<file path="src/rtl/rv_pipe_ctrl.sv">
// RV32I 5-stage main control: ID decode, ID/EX -> EX/MEM -> MEM/WB control bundles, hazards, forwarding.
// Optional feature macro: RV_PIPE_CTRL_FWD_EN (EX-stage forwarding; without it, RAW hazards stall).

module rv_pipe_fwd_sel #(
  parameter int REG_AW = 5
) (
  input  logic [REG_AW-1:0] src,
  input  logic              exm_rw,
  input  logic [REG_AW-1:0] exm_rd,
  input  logic              mwb_rw,
  input  logic [REG_AW-1:0] mwb_rd,
  output logic [1:0]        sel
);
  // EX/MEM holds the younger result, so it wins over MEM/WB.
  always_comb begin
    sel = 2'b00;
    if (exm_rw && exm_rd == src)      sel = 2'b10;
    else if (mwb_rw && mwb_rd == src) sel = 2'b01;
  end
endmodule

module rv_pipe_ctrl #(
  parameter int REG_AW  = 5,
  parameter int ALUOP_W = 3
) (
  input  logic               clk,
  input  logic               rst_n,
  input  logic               id_valid,
  input  logic [6:0]         id_opcode,
  input  logic [REG_AW-1:0]  id_rs1,
  input  logic [REG_AW-1:0]  id_rs2,
  input  logic [REG_AW-1:0]  id_rd,
  input  logic               ex_redirect,
  output logic               pc_write,
  output logic               ifid_write,
  output logic               ifid_flush,
  output logic               ex_alu_src,
  output logic [ALUOP_W-1:0] ex_alu_op,
  output logic               ex_branch,
  output logic               ex_jump,
  output logic               ex_jalr,
  output logic               ex_a_pc,
  output logic               ex_illegal,
  output logic [1:0]         fwd_a,
  output logic [1:0]         fwd_b,
  output logic               mem_read,
  output logic               mem_write,
  output logic               wb_reg_write,
  output logic [1:0]         wb_sel,
  output logic [REG_AW-1:0]  wb_rd
);

  localparam logic [6:0] OP_R     = 7'b0110011;
  localparam logic [6:0] OP_I     = 7'b0010011;
  localparam logic [6:0] OP_LOAD  = 7'b0000011;
  localparam logic [6:0] OP_STORE = 7'b0100011;
  localparam logic [6:0] OP_BR    = 7'b1100011;
  localparam logic [6:0] OP_JAL   = 7'b1101111;
  localparam logic [6:0] OP_JALR  = 7'b1100111;
  localparam logic [6:0] OP_LUI   = 7'b0110111;
  localparam logic [6:0] OP_AUIPC = 7'b0010111;

  typedef struct packed {
    logic               alu_src;
    logic [ALUOP_W-1:0] alu_op;
    logic               branch;
    logic               jump;
    logic               jalr;
    logic               a_pc;
    logic               illegal;
    logic               mem_read;
    logic               mem_write;
    logic               reg_write;
    logic [1:0]         wb_sel;
    logic               use_rs1;
    logic               use_rs2;
  } ctrl_t;

  typedef struct packed {
    ctrl_t             c;
    logic [REG_AW-1:0] rs1;
    logic [REG_AW-1:0] rs2;
    logic [REG_AW-1:0] rd;
  } idex_t;

  typedef struct packed {
    logic              mem_read;
    logic              mem_write;
    logic              reg_write;
    logic [1:0]        wb_sel;
    logic [REG_AW-1:0] rd;
  } exmem_t;

  typedef struct packed {
    logic              reg_write;
    logic [1:0]        wb_sel;
    logic [REG_AW-1:0] rd;
  } memwb_t;

  ctrl_t  dec;
  idex_t  idex, idex_d;
  exmem_t exmem;
  memwb_t memwb;
  logic   stall;
  logic   idex_bubble;

  // ID decode; an invalid slot decodes to a bubble.
  always_comb begin
    dec = '0;
    if (id_valid) begin
      case (id_opcode)
        OP_R: begin
          dec.reg_write = 1'b1;
          dec.alu_op    = ALUOP_W'(3'b010);
          dec.use_rs1   = 1'b1;
          dec.use_rs2   = 1'b1;
        end
        OP_I: begin
          dec.alu_src   = 1'b1;
          dec.reg_write = 1'b1;
          dec.alu_op    = ALUOP_W'(3'b011);
          dec.use_rs1   = 1'b1;
        end
        OP_LOAD: begin
          dec.alu_src   = 1'b1;
          dec.mem_read  = 1'b1;
          dec.reg_write = 1'b1;
          dec.wb_sel    = 2'b01;
          dec.use_rs1   = 1'b1;
        end
        OP_STORE: begin
          dec.alu_src   = 1'b1;
          dec.mem_write = 1'b1;
          dec.use_rs1   = 1'b1;
          dec.use_rs2   = 1'b1;
        end
        OP_BR: begin
          dec.branch    = 1'b1;
          dec.alu_op    = ALUOP_W'(3'b001);
          dec.use_rs1   = 1'b1;
          dec.use_rs2   = 1'b1;
        end
        OP_JAL: begin
          dec.jump      = 1'b1;
          dec.a_pc      = 1'b1;
          dec.alu_src   = 1'b1;
          dec.reg_write = 1'b1;
          dec.wb_sel    = 2'b10;
        end
        OP_JALR: begin
          dec.jump      = 1'b1;
          dec.jalr      = 1'b1;
          dec.alu_src   = 1'b1;
          dec.reg_write = 1'b1;
          dec.wb_sel    = 2'b10;
          dec.use_rs1   = 1'b1;
        end
        OP_LUI: begin
          dec.alu_src   = 1'b1;
          dec.reg_write = 1'b1;
          dec.alu_op    = ALUOP_W'(3'b100);
        end
        OP_AUIPC: begin
          dec.a_pc      = 1'b1;
          dec.alu_src   = 1'b1;
          dec.reg_write = 1'b1;
        end
        default: dec.illegal = 1'b1;
      endcase
      // x0 is never written, which also keeps it out of hazard/forward matching.
      if (id_rd == '0) dec.reg_write = 1'b0;
    end
  end

`ifdef RV_PIPE_CTRL_FWD_EN
  // Only a load in EX cannot be forwarded in time.
  assign stall = idex.c.mem_read && (idex.rd != '0) &&
                 ((dec.use_rs1 && idex.rd == id_rs1) || (dec.use_rs2 && idex.rd == id_rs2));

  logic [1:0][REG_AW-1:0] ex_src;
  logic [1:0][1:0]        fwd_sel;
  assign ex_src = {idex.rs2, idex.rs1};

  for (genvar g = 0; g < 2; g++) begin : g_fwd
    rv_pipe_fwd_sel #(.REG_AW(REG_AW)) u_fwd (
      .src    (ex_src[g]),
      .exm_rw (exmem.reg_write),
      .exm_rd (exmem.rd),
      .mwb_rw (memwb.reg_write),
      .mwb_rd (memwb.rd),
      .sel    (fwd_sel[g])
    );
  end

  assign fwd_a = fwd_sel[0];
  assign fwd_b = fwd_sel[1];
`else
  // No bypass: hold ID until every producer in EX or MEM has reached WB.
  logic [1:0][REG_AW-1:0] id_src;
  logic [1:0]             id_use;
  logic [1:0]             src_hit;
  assign id_src = {id_rs2, id_rs1};
  assign id_use = {dec.use_rs2, dec.use_rs1};

  for (genvar g = 0; g < 2; g++) begin : g_raw
    assign src_hit[g] = id_use[g] &&
                        ((idex.c.reg_write && idex.rd  == id_src[g]) ||
                         (exmem.reg_write  && exmem.rd == id_src[g]));
  end

  assign stall = |src_hit;
  assign fwd_a = 2'b00;
  assign fwd_b = 2'b00;

  logic unused_ex_src;
  assign unused_ex_src = ^{idex.rs1, idex.rs2};
`endif

  logic unused_use;
  assign unused_use = idex.c.use_rs1 ^ idex.c.use_rs2;

  // A redirect kills the ID instruction, so it overrides any stall.
  assign idex_bubble = ex_redirect || stall;
  assign pc_write    = !rst_n || ex_redirect || !stall;
  assign ifid_write  = !rst_n || ex_redirect || !stall;
  assign ifid_flush  = rst_n && ex_redirect;

  always_comb begin
    idex_d = '0;
    if (!idex_bubble) begin
      idex_d.c   = dec;
      idex_d.rs1 = id_rs1;
      idex_d.rs2 = id_rs2;
      idex_d.rd  = id_rd;
    end
  end

  always_ff @(posedge clk or negedge rst_n) begin
    if (!rst_n) begin
      idex  <= '0;
      exmem <= '0;
      memwb <= '0;
    end else begin
      idex            <= idex_d;
      exmem.mem_read  <= idex.c.mem_read;
      exmem.mem_write <= idex.c.mem_write;
      exmem.reg_write <= idex.c.reg_write;
      exmem.wb_sel    <= idex.c.wb_sel;
      exmem.rd        <= idex.rd;
      memwb.reg_write <= exmem.reg_write;
      memwb.wb_sel    <= exmem.wb_sel;
      memwb.rd        <= exmem.rd;
    end
  end

  assign ex_alu_src   = idex.c.alu_src;
  assign ex_alu_op    = idex.c.alu_op;
  assign ex_branch    = idex.c.branch;
  assign ex_jump      = idex.c.jump;
  assign ex_jalr      = idex.c.jalr;
  assign ex_a_pc      = idex.c.a_pc;
  assign ex_illegal   = idex.c.illegal;
  assign mem_read     = exmem.mem_read;
  assign mem_write    = exmem.mem_write;
  assign wb_reg_write = memwb.reg_write;
  assign wb_sel       = memwb.wb_sel;
  assign wb_rd        = memwb.rd;

endmodule
</file>
<file path="config.mk">
export PLATFORM = sky130hd
export DESIGN_NAME = rv_pipe_ctrl
export DESIGN_NICKNAME = d
export VERILOG_FILES = /design/src/rtl/rv_pipe_ctrl.sv
export SDC_FILE = /design/constraint.sdc
export NUM_CORES = 1
export LEC_CHECK = 0
export ABC_AREA = 1
export ABC_CLOCK_PERIOD_IN_PS = 2400
export CAP_MARGIN = 20
export CORE_MARGIN = 1
export CORE_UTILIZATION = 47
export DETAILED_ROUTE_END_ITERATION = 8
export HOLD_SLACK_MARGIN = 0.08
export PLACE_DENSITY = 0.91
export SYNTH_ARGS = -nofsm -noshare
export SYNTH_HDL_FRONTEND = slang
export SYNTH_SLANG_ARGS = --single-unit
</file>
<file path="constraint.sdc">
create_clock -name clk -period 2.4 [get_ports clk]
set_clock_uncertainty 0.2 [all_clocks]
set_input_delay 0.6 -clock clk [delete_from_list [all_inputs] [get_ports clk]]
set_output_delay 0.6 -clock clk [all_outputs]
set_load 0.02 [all_outputs]
</file>
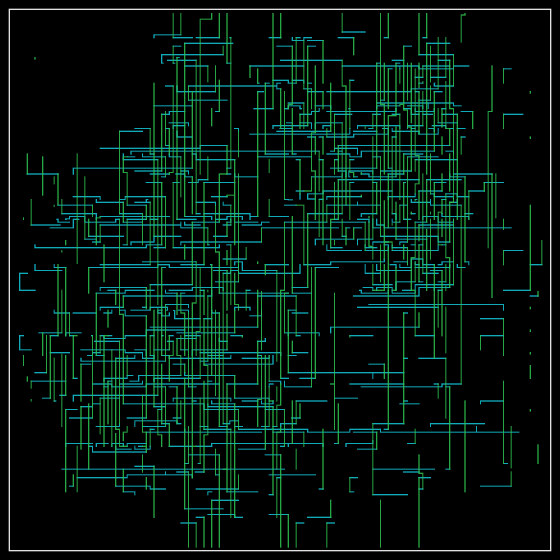
metal_stack.png
Two of the layers only.
Cyan is met1, wire length 1730 um. Green is met2, wire length 2220 um.

==> flow_metrics.tcl <==
# collected from the flow reports
set metrics [dict create \
    detailed_place.area_um2 2430 \
    status "complete, but fails checks" \
    worst_slack_ns -0.00155 \
    log.warning_count 27 \
    clk_path_buf_depth 2 \
    holdWs_ns 0.151 \
    groute.usage.overall_pct 22.5 \
    syn2layout_area_growth_pct 42.6 \
    endpoint_kind "primary output" \
    numCtsBuffers 5 \
    route.detailed.wl_per_inst_um 12.0 \
    ctsRootBufferMaster "sky130_fd_sc_hd__clkbuf_8" \
    crit_path_cell_trace "buf_4 -> inv_2 -> nand2_4 -> nor2_8 -> nand2_1 -> nor2_1 -> nand2_2 -> nand2_2 -> nand3_2 -> buf_6" \
    number_of_filler_cells_placed_in_the_layout 293 \
    critical-path-top-delay-family "simple AND/OR/NAND/NOR gates" \
    core_um2 3720 \
    synth_area_per_cell_um2 7.93 \
    ys_async_sr_fraction_pct 100 \
    crit_type "in -> out" \
    detail_route.drc_violations 0 \
    maxCapViolCount 0 \
    seq_area_frac_synth_pct 47.4 \
    place_congestion 0.911 \
    die-height_um 64.7 \
    syn_area_um2 1850 \
    path_max_fanout 4 \
    number_of_synthesized_flops_with_an_enable_pin 0 \
    timing.final.setup_violations 2 \
    failed_checks "setup timing" \
    finish.instance_area_um2 2630 \
    ir_worst_vdd_v 0.000213 \
    r2r_setup_slack_ns 0.20 \
    clk-insertion-delay-late_ns 0.29 \
    worstPathBufferInverterCount 3 \
    tns_ns -0.00279 \
    rsz0062_at_grt "true" \
]
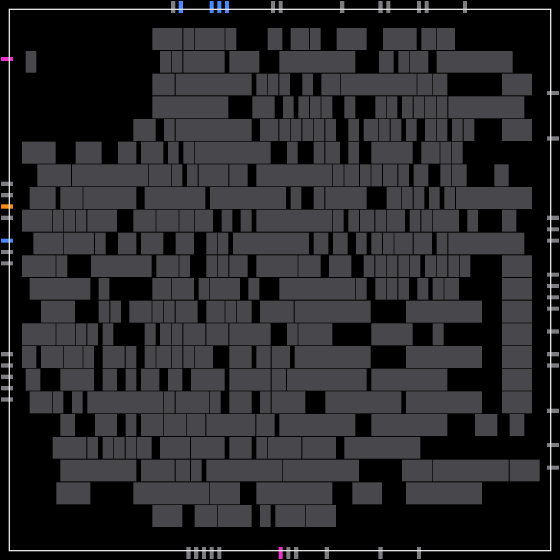
pins.png
Pins as bars across the die edge, other pins in gray.
Orange is `ifid_flush`, pins 1, direction output, edge left. Magenta is `fwd_a`, pins 2, direction output, edge 1 bottom, 1 left. Blue is `id_rd`, pins 5, direction input, edge 4 top, 1 left.
All pins by edge: 15 right, 13 top, 13 left, 11 bottom.

[synth_stat cells (all sizes together), types with 2 or more instances]
cell / instances / share of area (%)
a21oi: 2 / 0.54
buf: 9 / 4.3
dfrtp: 35 / 47
inv: 40 / 8.1
nand2: 78 / 17
nand3: 13 / 4.5
nand4: 3 / 1.0
nor2: 42 / 14
nor3: 2 / 0.54
o21ai: 6 / 1.6
[path summary, 6_finish.rpt]
kind	startpoint	endpoint	depth (start not counted)
max	id_opcode[2]	ifid_write	10
min	idex[18]$_DFF_PN0_	exmem[6]$_DFF_PN0_	0
max reg2reg	idex[4]$_DFF_PN0_	ex_alu_op[0]$_DFF_PN0_	14
min reg2reg	idex[18]$_DFF_PN0_	exmem[6]$_DFF_PN0_	0
max in group asynchronous	rst_n	exmem[4]$_DFF_PN0_	2
min in group asynchronous	rst_n	exmem[4]$_DFF_PN0_	2
[power by group]
group	internal (mW)	switching, mW	total (mW)
clock network	0.262	0.209	0.471
logic	0.0878	0.122	0.210
registers	0.605	0.0122	0.617
[layout make-up]
class / instances / share of cell area (%)
sequential: 35 / 33.3
multi-input combinational: 151 / 31.3
timing repair buffer: 73 / 23.6
inverter: 40 / 5.80
clock buffer: 8 / 3.80
tap: 48 / 2.28
[state kept, by name (all words and copies together) (netlist names)]
register      cells
exmem             8
ex_jump           1
ex_alu_src        1
idex              9
mem_write         1
ex_illegal        1
ex_jalr           1
ex_a_pc           1
ex_branch         1
wb_sel            2
wb_reg_write      1
ex_alu_op         3
wb_rd             5
[kinds of logic (layout without fill, tap and decap cells)]
| group | Yosys count | in the layout | share of synthesized area [%] |
|---|---|---|---|
| compound gates | 9 | 9 | 2.57 |
| simple gates | 138 | 138 | 37.1 |
| other cells | 1 | 4 | 0.203 |
| buf+inv | 50 | 121 | 12.7 |
| flops | 35 | 35 | 47.4 |
[cell usage in the layout, fill, tap and decap left out, drive strengths merged]
cell	Yosys	layout
nand2	78	78
buf	9	45
nor2	42	42
inv	40	40
dfrtp	35	35
clkdlybuf4s50	0	25
nand3	13	13
clkbuf	1	8
o21ai	6	6
conb	1	4
nand4	3	3
dlygate4sd2	0	2
nor3	2	2
a21oi	2	2
a21boi	1	1
clkdlybuf4s15	0	1
[routing by layer]
layer / track usage (%) / vias to the layer above / share of wire [%] / wire length [um]
met5: 0 / - / 0 / 0
met4: 9.72 / 0 / 1.7 / 73
met3: 4.75 / 9 / 5.5 / 233
met2: 38.4 / 64 / 52 / 2220
met1: 27.2 / 796 / 41 / 1730
li1: - / 828 / - / -
[repair_timing]
action | 4_1_cts | 5_1_grt
pin swaps | 18 | 14
endpoints found under the setup margin | 3 | 19
buffers inserted | 10 | 3
hold buffers | 0 | 0
resized | 93 | 31
